**src/rtl/spi_pkg.sv**
```systemverilog
// spi_pkg -- definitions shared by the SPI controller block and its users.
//   spi_state_t    : controller FSM state encoding (IDLE, SETUP, XFER, HOLD)
//   CMD_TEST       : command whose peripheral response is RESP_TEST
//   CMD_READ_BASE  : read command; bits [5:4] select a byte of the peripheral
//                    configuration word
//   FRAME_BITS     : bits per transaction (command byte + response byte)
//   BIT_CNT_W      : width of the transferred-bit counter
package spi_pkg;

    typedef enum logic [1:0] {
        IDLE  = 2'd0,
        SETUP = 2'd1,
        XFER  = 2'd2,
        HOLD  = 2'd3
    } spi_state_t;

    localparam logic [7:0] CMD_TEST      = 8'h8F;
    localparam logic [7:0] RESP_TEST     = 8'hAA;
    localparam logic [7:0] CMD_READ_BASE = 8'h80;
    localparam int         READ_SEL_LSB  = 4;
    localparam int         READ_SEL_W    = 2;

    localparam int FRAME_BITS = 16;
    localparam int BIT_CNT_W  = 5;

endpackage

```
**src/rtl/spi_clk_div.sv**
```systemverilog
// spi_clk_div -- half-period tick generator for the SPI controller.
// Ports:
//   sclk  in  block clock
//   rst_n in  synchronous active-low reset
//   en    in  count enable; the counter reloads to CLK_DIV-1 on its rising edge
//   tick  out high on the last sclk cycle of every CLK_DIV-cycle half-period
module spi_clk_div #(
    parameter int CLK_DIV = 4
) (
    input  logic sclk,
    input  logic rst_n,
    input  logic en,
    output logic tick
);

    localparam int                CNT_W  = $clog2(CLK_DIV + 1);
    localparam logic [CNT_W-1:0]  RELOAD = CNT_W'(CLK_DIV - 1);

    logic [CNT_W-1:0] cnt_reg;
    logic             en_reg;

    always_ff @(posedge sclk) begin
        if (!rst_n) begin
            cnt_reg <= '0;
            en_reg  <= 1'b0;
        end else begin
            en_reg <= en;
            if (!en) begin
                cnt_reg <= '0;
            end else if (!en_reg || cnt_reg == '0) begin
                // Reload instead of decrementing through zero so the count
                // never wraps to all-ones between half-periods.
                cnt_reg <= RELOAD;
            end else begin
                cnt_reg <= cnt_reg - 1'b1;
            end
        end
    end

    // The enable-rise cycle is the reload cycle, so it never ticks; this makes
    // every half-period, including the first, exactly CLK_DIV cycles long.
    assign tick = en && en_reg && (cnt_reg == '0);

endmodule

```
**src/rtl/spi_controller.sv**
```systemverilog
// spi_controller -- single-transaction SPI master (mode 0, MSB first).
// Sends {tx_cmd, 8'h00} and returns the second received byte on rx_data.
// Ports:
//   sclk     in   block clock (rising edge)
//   rst_n    in   synchronous active-low reset
//   start    in   request; accepted only in IDLE when not in the done cycle
//   tx_cmd   in   command byte, captured at accept
//   busy     out  high from accept through the done cycle
//   done     out  one-cycle completion pulse
//   rx_data  out  last completed response byte
//   spi_ss_n out  peripheral select, active-low
//   spi_sck  out  SPI clock, idle low
//   spi_mosi out  controller-out data
//   spi_miso in   peripheral-out data
module spi_controller
    import spi_pkg::*;
#(
    parameter int CLK_DIV = 4
) (
    input  logic       sclk,
    input  logic       rst_n,
    input  logic       start,
    input  logic [7:0] tx_cmd,
    output logic       busy,
    output logic       done,
    output logic [7:0] rx_data,
    output logic       spi_ss_n,
    output logic       spi_sck,
    output logic       spi_mosi,
    input  logic       spi_miso
);

    spi_state_t            state_reg;
    logic [15:0]           tx_shift_reg;
    logic [15:0]           rx_shift_reg;
    logic [BIT_CNT_W-1:0]  bit_cnt_reg;
    logic                  busy_reg;
    logic                  done_reg;
    logic                  ss_n_reg;
    logic                  sck_reg;
    logic [7:0]            rx_data_reg;

    logic accept;
    logic div_en;
    logic tick;

    // busy_reg is still high in the done cycle (state already IDLE), which is
    // what keeps a start in that cycle from being accepted.
    assign accept = (state_reg == IDLE) && !busy_reg && start;

    // Enabling the divider in the accepting cycle lets its reload happen on
    // the accepting edge, so SETUP is a full CLK_DIV cycles.
    assign div_en = accept || (state_reg != IDLE);

    spi_clk_div #(
        .CLK_DIV (CLK_DIV)
    ) u_clk_div (
        .sclk  (sclk),
        .rst_n (rst_n),
        .en    (div_en),
        .tick  (tick)
    );

    always_ff @(posedge sclk) begin
        if (!rst_n) begin
            state_reg    <= IDLE;
            tx_shift_reg <= '0;
            rx_shift_reg <= '0;
            bit_cnt_reg  <= '0;
            busy_reg     <= 1'b0;
            done_reg     <= 1'b0;
            ss_n_reg     <= 1'b1;
            sck_reg      <= 1'b0;
            rx_data_reg  <= 8'h00;
        end else begin
            done_reg <= 1'b0;
            case (state_reg)
                IDLE: begin
                    sck_reg <= 1'b0;
                    if (accept) begin
                        state_reg    <= SETUP;
                        tx_shift_reg <= {tx_cmd, 8'h00};
                        rx_shift_reg <= '0;
                        bit_cnt_reg  <= '0;
                        busy_reg     <= 1'b1;
                        ss_n_reg     <= 1'b0;
                    end else begin
                        busy_reg <= 1'b0;
                        ss_n_reg <= 1'b1;
                    end
                end
                SETUP: begin
                    if (tick) begin
                        state_reg <= XFER;
                    end
                end
                XFER: begin
                    if (tick) begin
                        if (!sck_reg) begin
                            sck_reg <= 1'b1;
                        end else begin
                            // End of a high phase: sample MISO and advance
                            // MOSI together, so MOSI only moves as the next
                            // low phase begins.
                            sck_reg      <= 1'b0;
                            rx_shift_reg <= (rx_shift_reg << 1) | 16'(spi_miso);
                            tx_shift_reg <= tx_shift_reg << 1;
                            bit_cnt_reg  <= bit_cnt_reg + 1'b1;
                            if (bit_cnt_reg == BIT_CNT_W'(FRAME_BITS - 1)) begin
                                state_reg <= HOLD;
                            end
                        end
                    end
                end
                HOLD: begin
                    if (tick) begin
                        state_reg   <= IDLE;
                        done_reg    <= 1'b1;
                        rx_data_reg <= rx_shift_reg[7:0];
                    end
                end
                default: state_reg <= IDLE;
            endcase
        end
    end

    assign busy     = busy_reg;
    assign done     = done_reg;
    assign rx_data  = rx_data_reg;
    assign spi_ss_n = ss_n_reg;
    assign spi_sck  = sck_reg;
    // Zeros shift in behind the frame, so MOSI is 0 in HOLD and IDLE.
    assign spi_mosi = tx_shift_reg[15];

endmodule

```
**config.mk**
```make
export PLATFORM = sky130hd
export DESIGN_NAME = spi_controller
export DESIGN_NICKNAME = d
export VERILOG_FILES = /design/src/rtl/spi_pkg.sv /design/src/rtl/spi_clk_div.sv /design/src/rtl/spi_controller.sv
export SDC_FILE = /design/constraint.sdc
export NUM_CORES = 1
export LEC_CHECK = 0
export CAP_MARGIN = 20
export CORE_ASPECT_RATIO = 2
export CORE_MARGIN = 5
export CORE_UTILIZATION = 48
export DETAILED_ROUTE_END_ITERATION = 12
export GPL_TIMING_DRIVEN = 0
export PLACE_DENSITY = 0.83
export SLEW_MARGIN = 5
export SYNTH_ARGS = -nofsm -noshare
export SYNTH_HDL_FRONTEND = slang
export SYNTH_SLANG_ARGS = --single-unit
```
**constraint.sdc**
```tcl
create_clock -name sclk -period 4 [get_ports sclk]
set_clock_uncertainty 0.15 [all_clocks]
set_input_delay 0.8 -clock sclk [delete_from_list [all_inputs] [get_ports sclk]]
set_output_delay 0.8 -clock sclk [all_outputs]
set_load 0.05 [all_outputs]
```
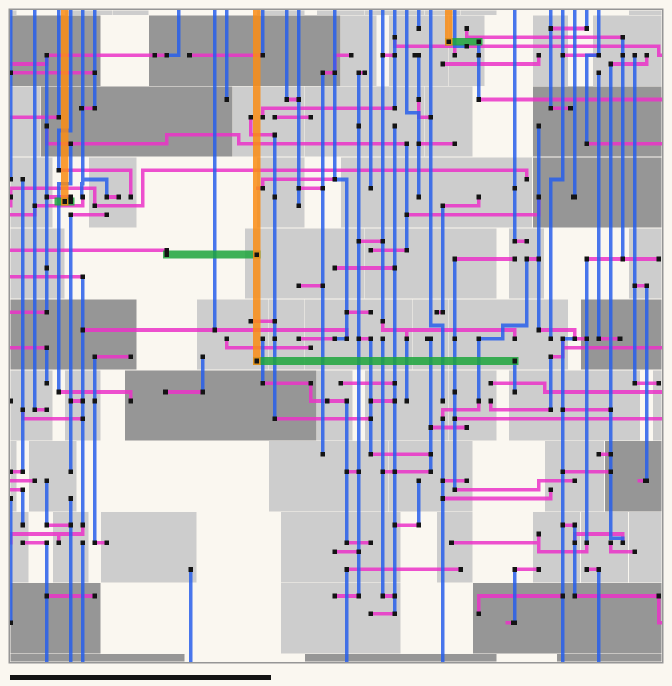
(run_1/closeup.png)
Scale bar: 10 microns. Region (14, 16) to (39, 41) microns. Cells in gray, sequential cells in the stronger gray; small squares are vias.
| color | layer |
|---|---|
| magenta | M1 |
| orange | M4 |
| green | M3 |
| blue | M2 |
netlist names of flops here include: state_reg (2)
cells with their middle in the window: 45
most frequent: dfxtp_1 (7), nand2_1 (6), ha_1 (5)
sequential cells in the window: 7

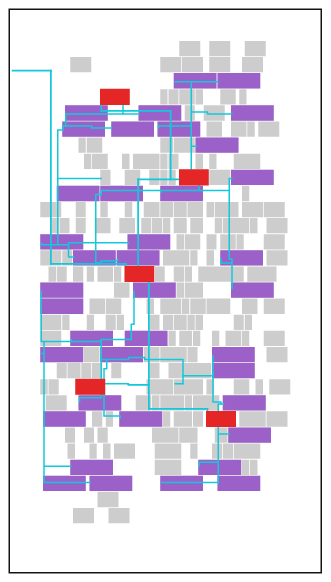
(run_1/clock_wires.png)
[cyan] clock wires | length: 492 microns
[red] clock-net drivers | count: 5
[purple] flip-flops | count: 39
routed clock nets: 6
part of the power in the clock network: 21.2%
Clk. pwr: 0.268 mW
clk_lat worst skew: 0.29 ns

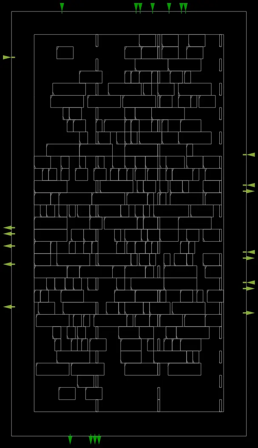
(run_1/placed.png)
number of tap instances: 49
post-route non-filler standard cell count: 268
Filler cells: 343

==> summary.txt, run 1 <==
Synthesis and PnR results.

- The run finished with clean final reports.
- The count of pins over their slew limit reads 0.
- The cell total in the yosys stat output reads 188.
- The fraction of synthesized area in multiplexers is 4.70%.
- The average cell area after synthesis is 9.20 sq um.
- The maximum number of pins on one net before global-route repair is 12.
- The class of the most critical setup path reads reg2out.
- The summed negative setup slack over all endpoints reads 0 ns.
- The number of gates resized after CTS was 0.
- The largest driver fanout on the critical path is 5.
- The cell-mix breakdown from Yosys lists the simple-gate area share as 17.9%.
- Setup repair after global routing left no endpoint under its margin.
- After the last flow step, the layout net total stands at 240.
- CTS saw 39 sinks.
- The final setup violation count reads 0.
- For reference, the top logic cell family by area is AND-OR/OR-AND gates.
- The clock tree buffer depth is 2.
- The capturing element type of the critical path reads an output pin.
- The number of DRC markers after the initial detailed-route iteration is 34.
- The final estimated routing congestion in global placement is 0.895.
- The cell-mix breakdown from Yosys lists the compound-gate area share as 20.1%.
- After technology mapping, the gate count stands at 188.
- Looking at the cell usage after synthesis, the top flip-flop cell is dfxtp_1.
- The maximum vdd drop is 0.362 mV.
- The count of cell types in the netlist is 39.
- The total track usage reads 17.0%.
- The power per unit of standard cell area is 598 nW/um^2.
- The chip area reads 4980 sq um.
- Per the post-run analysis, buffers plus inverters along the critical path come to 1.
- The arrival time reported for the critical path endpoint reads 1.55 ns.
- In this run the tools logged warnings totalling 30.
- The worst endpoint required time is 3.05 ns.
- In this run, synthesis produced a sequential element count of 39.
- The worst-path cell with the longest stage delay reads clkdlybuf4s50_1.
- The die span in y reads 94.9 microns.
- The HPWL after detailed placement reads 2770 microns.
- The aggregate routed wire length is 3720 microns.
- Derived from the worst setup path, the maximum achievable clock frequency is 0.400 GHz.
- Per the final layout report, the fraction of cells sized above drive strength 1 comes to 9.13%.
- The number of max-cap violations is 0.
- The startpoint kind of the worst setup timing path reads a flop.
- The post-CTS setup buffer count is 0.
- When the netlist entered floorplanning its net count stood at 209.
- The vias after detailed routing is 1419.
- The TritonCTS buffer count reads 5.
- The number of rows in the core area reads 31.
- The effective utilization at floorplan reads 48.5%.
- The width of the chip is 52.5 microns.
- The DRC violation count after routing is 0.
- The synthesized netlist devotes 6.51% of its cell area to adder and majority cells.
- The fraction of the yosys area taken by sequential cells reads 45.1%.
- The wire length of the first global-routing pass reads 6290 microns.
==> run 1: metal layers <==
| layer | GRT usage, % | routed length, microns | part of all wire, % | vias to the layer above |
|---|---|---|---|---|
| met2 | 31.0 | 2070 | 56 | 27 |
| met5 | 0 | 0 | 0 | - |
| met1 | 16.7 | 1400 | 38 | 664 |
| li1 | - | - | - | 715 |
| met4 | 9.81 | 118 | 3.2 | 0 |
| met3 | 3.79 | 131 | 3.5 | 13 |
==> run 1: metrics by stage <==
step / instances / area (sq um) / power [mW] / hold slack, ns / setup slack (ns)
global route: 268 / 2120 / 1.36 / 0.298 / 1.45
CTS: 268 / 2120 / 1.28 / 0.287 / 1.49
floorplan: 188 / 1730 / 0.893 / 0.258 / 2.19
finish: 268 / 2120 / 1.27 / 0.285 / 1.50
global placement: 261 / 2030 / 0.996 / 0.266 / 1.53
detailed placement: 261 / 2030 / 1.01 / 0.277 / 1.51
==> run 1: worst paths after layout <==
kind         slack (ns)                   end  cells after the start                  from
max                1.50               spi_sck                      1               spi_sck
min                0.29  u_clk_div.cnt_reg[0]                      1  u_clk_div.cnt_reg[0]
max reg2reg        2.02       rx_shift_reg[2]                      7          state_reg[0]
min reg2reg        0.29  u_clk_div.cnt_reg[0]                      1  u_clk_div.cnt_reg[0]
==> run 1: cell type report <==
type                            count  area, sq um
Tap cell                           49         61.3
Sequential cell                    39          781
Timing Repair Buffer               24          240
Inverter                           12         45.0
Multi-Input combinational cell    127          851
Clock inverter                      1         5.00
Buffer                             10         53.8
Fill cell                         343         1450
Clock buffer                        6         82.6
==> run 1: layout by cell type (no fill, tap or decap), types with 2 or more instances in the layout <==
cell and instances:
dfxtp_1 39, clkdlybuf4s50_1 24, nor2_1 22, nand2_1 16, inv_1 12, nand3_1 12
o21ai_0 10, a22oi_1 9, ha_1 9, a21oi_1 7, mux2i_1 7, a211oi_1 6
clkbuf_8 6, buf_2 4, clkbuf_1 3, nand3b_1 3, nand2b_1 2, and2_1 2
o211ai_1 2, a211oi_2 2
==> run 1: cells in the mapped netlist (3+ instances only) <==
master    number  area (sq um)
a211oi_1       6          45.0
a21oi_1        7          35.0
a22oi_1        9          67.6
buf_2          4          20.0
clkbuf_1       3          11.3
dfxtp_1       39           781
ha_1           9           113
inv_1         12          45.0
mux2i_1        7          70.1
nand2_1       16          60.1
nand3_1       12          60.1
nand3b_1       3          22.5
nor2_1        22          82.6
o21ai_0       10          50.1
==> run 1: cell families (layout without fill, tap and decap cells) <==
logic type	after synthesis	after routing
multiplexers	8	8
AND-OR/OR-AND	46	46
AND/OR/NAND/NOR	64	64
flip-flops	39	39
buffers and inverters	22	53
adder cells (fa/ha/maj)	9	9
==> run 1: power breakdown <==
group | switching, mW | leakage [nW] | internal (mW)
combinational | 0.316 | 0.407 | 0.203
sequential | 0.0335 | 0.318 | 0.446
clock | 0.133 | 0.0470 | 0.135
==> run 2: changes to the inputs <==
clock period = 2.61 ns   (was 4 ns; I/O delays follow)
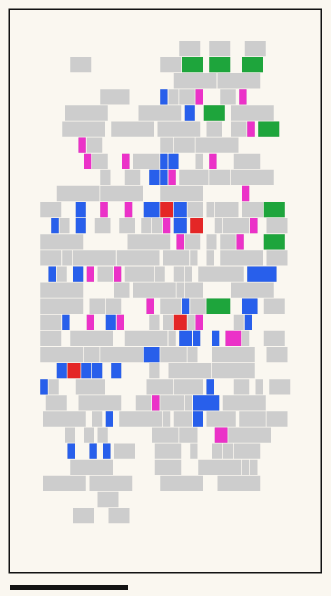
(run_2/gates.png)
Scale bar: 20 microns.
| color | family | cells | most used |
|---|---|---|---|
| red | and/or cells | 4 | and2_1 |
| blue | nand cells | 36 | nand2_1 |
| magenta | nor cells | 24 | nor2_1 |
| green | mux cells | 8 | mux2i_1 |

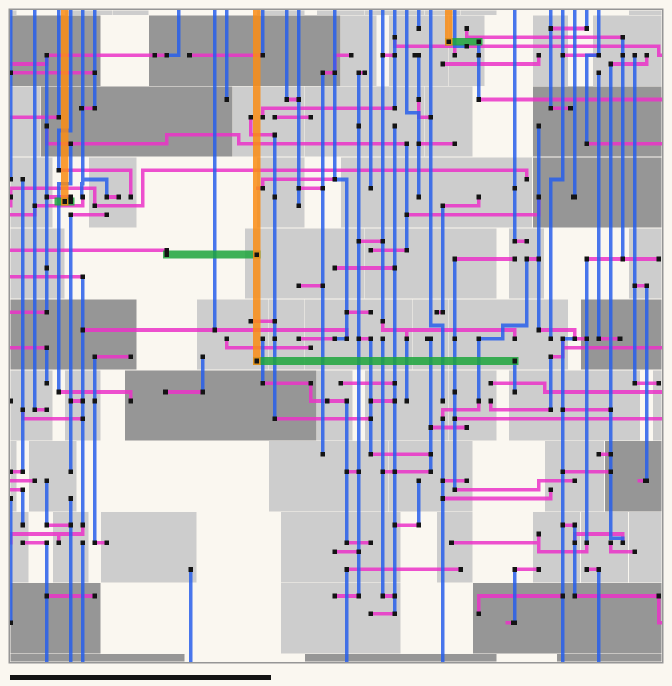
(run_2/closeup.png)
Scale bar: 10 microns. Region (14, 16) to (39, 41) microns. Cells in gray, sequential cells in the stronger gray; small squares are vias.

==> run 2 against run 1 <==
Global-route usage unchanged. Die area unchanged. Largest cell class unchanged. Total power grew 53%. First-iteration DRC count stayed put. Non-clock buffer count unchanged. Clock-buffer cell count did not move. Register-to-register slack worse by 1.4 ns. Clock power up 53%.
==> summary.txt, run 2 <==
Synthesis and PnR results.

- The worst-path cell with the longest stage delay reads clkdlybuf4s50_1 (unchanged).
- The register bit total from synthesis reads 39 (unchanged).
- The number of rows in the core area is 31 (unchanged).
- The top-area cell type share of the netlist area is 45.1% (unchanged).
- The worst endpoint required time reads 1.94 ns (was 3.05 ns).
- The maximum number of pins on one net before global-route repair came to 12 (unchanged).
- The dominant non-sequential cell family after synthesis is AND-OR/OR-AND gates (unchanged).
- The number of buffers and inverters on the critical path reads 1 (unchanged).
- The maximum vdd drop was 0.554 mV (was 0.362 mV).
- The effective utilization at floorplan reads 48.5% (unchanged).
- The chip area is 4980 sq um (unchanged).
- The destination of the worst hold path was u_clk_div.cnt_reg[0] (unchanged).
- The TritonCTS buffer count reads 5 (unchanged).
- The number of DRC markers after the initial detailed-route iteration is 34 (unchanged).
- The final layout net count came to 240 (unchanged).
- The HPWL after detailed placement reads 2770 microns (unchanged).
- Run status: finished, final reports clean (unchanged).
- The number of max-cap violations reads 0 (unchanged).
- The synthesized netlist net count is 209 (unchanged).
- The clock tree buffer depth reads 2 (unchanged).
- The number of stages on the worst hold path came to 1 (unchanged).
- The terminus of the critical flop-to-flop path reads rx_shift_reg[2] (unchanged).
- The power per unit of standard cell area is 917 nW/um^2 (was 598 nW/um^2).
- The cell resize tally after clock tree synthesis reads 0 (unchanged).
- The class of the most critical setup path was reg2out (unchanged).
- The AND-OR/OR-AND share of the synthesized area reads 20.1% (unchanged).
- The summed negative setup slack over all endpoints is 0 ns (unchanged).
- The number of cells traversed by the worst register-to-register path came to 7 (unchanged).
- The DRC violation count after routing reads 0 (unchanged).
- Derived from the worst setup path, the maximum achievable clock frequency is 0.450 GHz.
- The cell count after synthesis is 188 (unchanged).
- The aggregate routed wire length was 3720 microns (unchanged).
- The top cell type by total area after synthesis is dfxtp_1 (unchanged).
- The warning total across the stage logs reads 30 (unchanged).
- The count of pins over their slew limit is 0 (unchanged).
## run 2: cell counts after synthesis
Identical to the previous run, type by type.
## run 2: area by class of cell
type                            count  area (sq um)
Clock inverter                      1          5.00
Timing Repair Buffer               24           240
Clock buffer                        6          82.6
Multi-Input combinational cell    127           851
Fill cell                         343          1450
Sequential cell                    39           781
Tap cell                           49          61.3
Inverter                           12          45.0
Buffer                             10          53.8
## run 2: how the worst max path moves through the flow
stage	from	to	slack [ns]
floorplan	spi_sck	rx_shift_reg[1]	0.80
global placement	start	rx_data[6]	0.42
detailed placement	start	rx_data[6]	0.40
CTS	spi_sck	spi_sck	0.38
global route	spi_sck	spi_sck	0.34
finish	spi_sck	spi_sck	0.39
## run 2: logic make-up after synthesis
family	count (synthesis)
mux	8
flops	39
compound gates	46
simple gates	64
fa+ha+maj	9
buf+inv	22
## run 2: power by group
part | internal [mW] | leakage (nW) | switching (mW) | total [mW]
Sequential | 0.684 | 0.318 | 0.0513 | 0.735
Clock | 0.207 | 0.0470 | 0.204 | 0.411
Combinational | 0.312 | 0.407 | 0.485 | 0.797
## run 2: routing by layer
| layer | wire [microns] | global-route usage (%) | up-vias |
|---|---|---|---|
| li1 | - | - | 715 |
| met1 | 1400 | 16.7 | 664 |
| met2 | 2070 | 31.0 | 27 |
| met3 | 131 | 3.79 | 13 |
| met4 | 118 | 9.81 | 0 |
| met5 | 0 | 0 | - |
## run 2: metrics by stage
| step | std cells | power (mW) | hold slack [ns] | setup WS (ns) |
|---|---|---|---|---|
| after floorplan | 188 | 1.37 | 0.258 | 0.798 |
| after global placement | 261 | 1.53 | 0.266 | 0.421 |
| after detailed placement | 261 | 1.55 | 0.277 | 0.399 |
| after CTS | 268 | 1.96 | 0.287 | 0.376 |
| after global routing | 268 | 2.08 | 0.298 | 0.343 |
| final | 268 | 1.94 | 0.285 | 0.390 |
Power figures rest on the tool's default switching activity, not on a simulated workload.
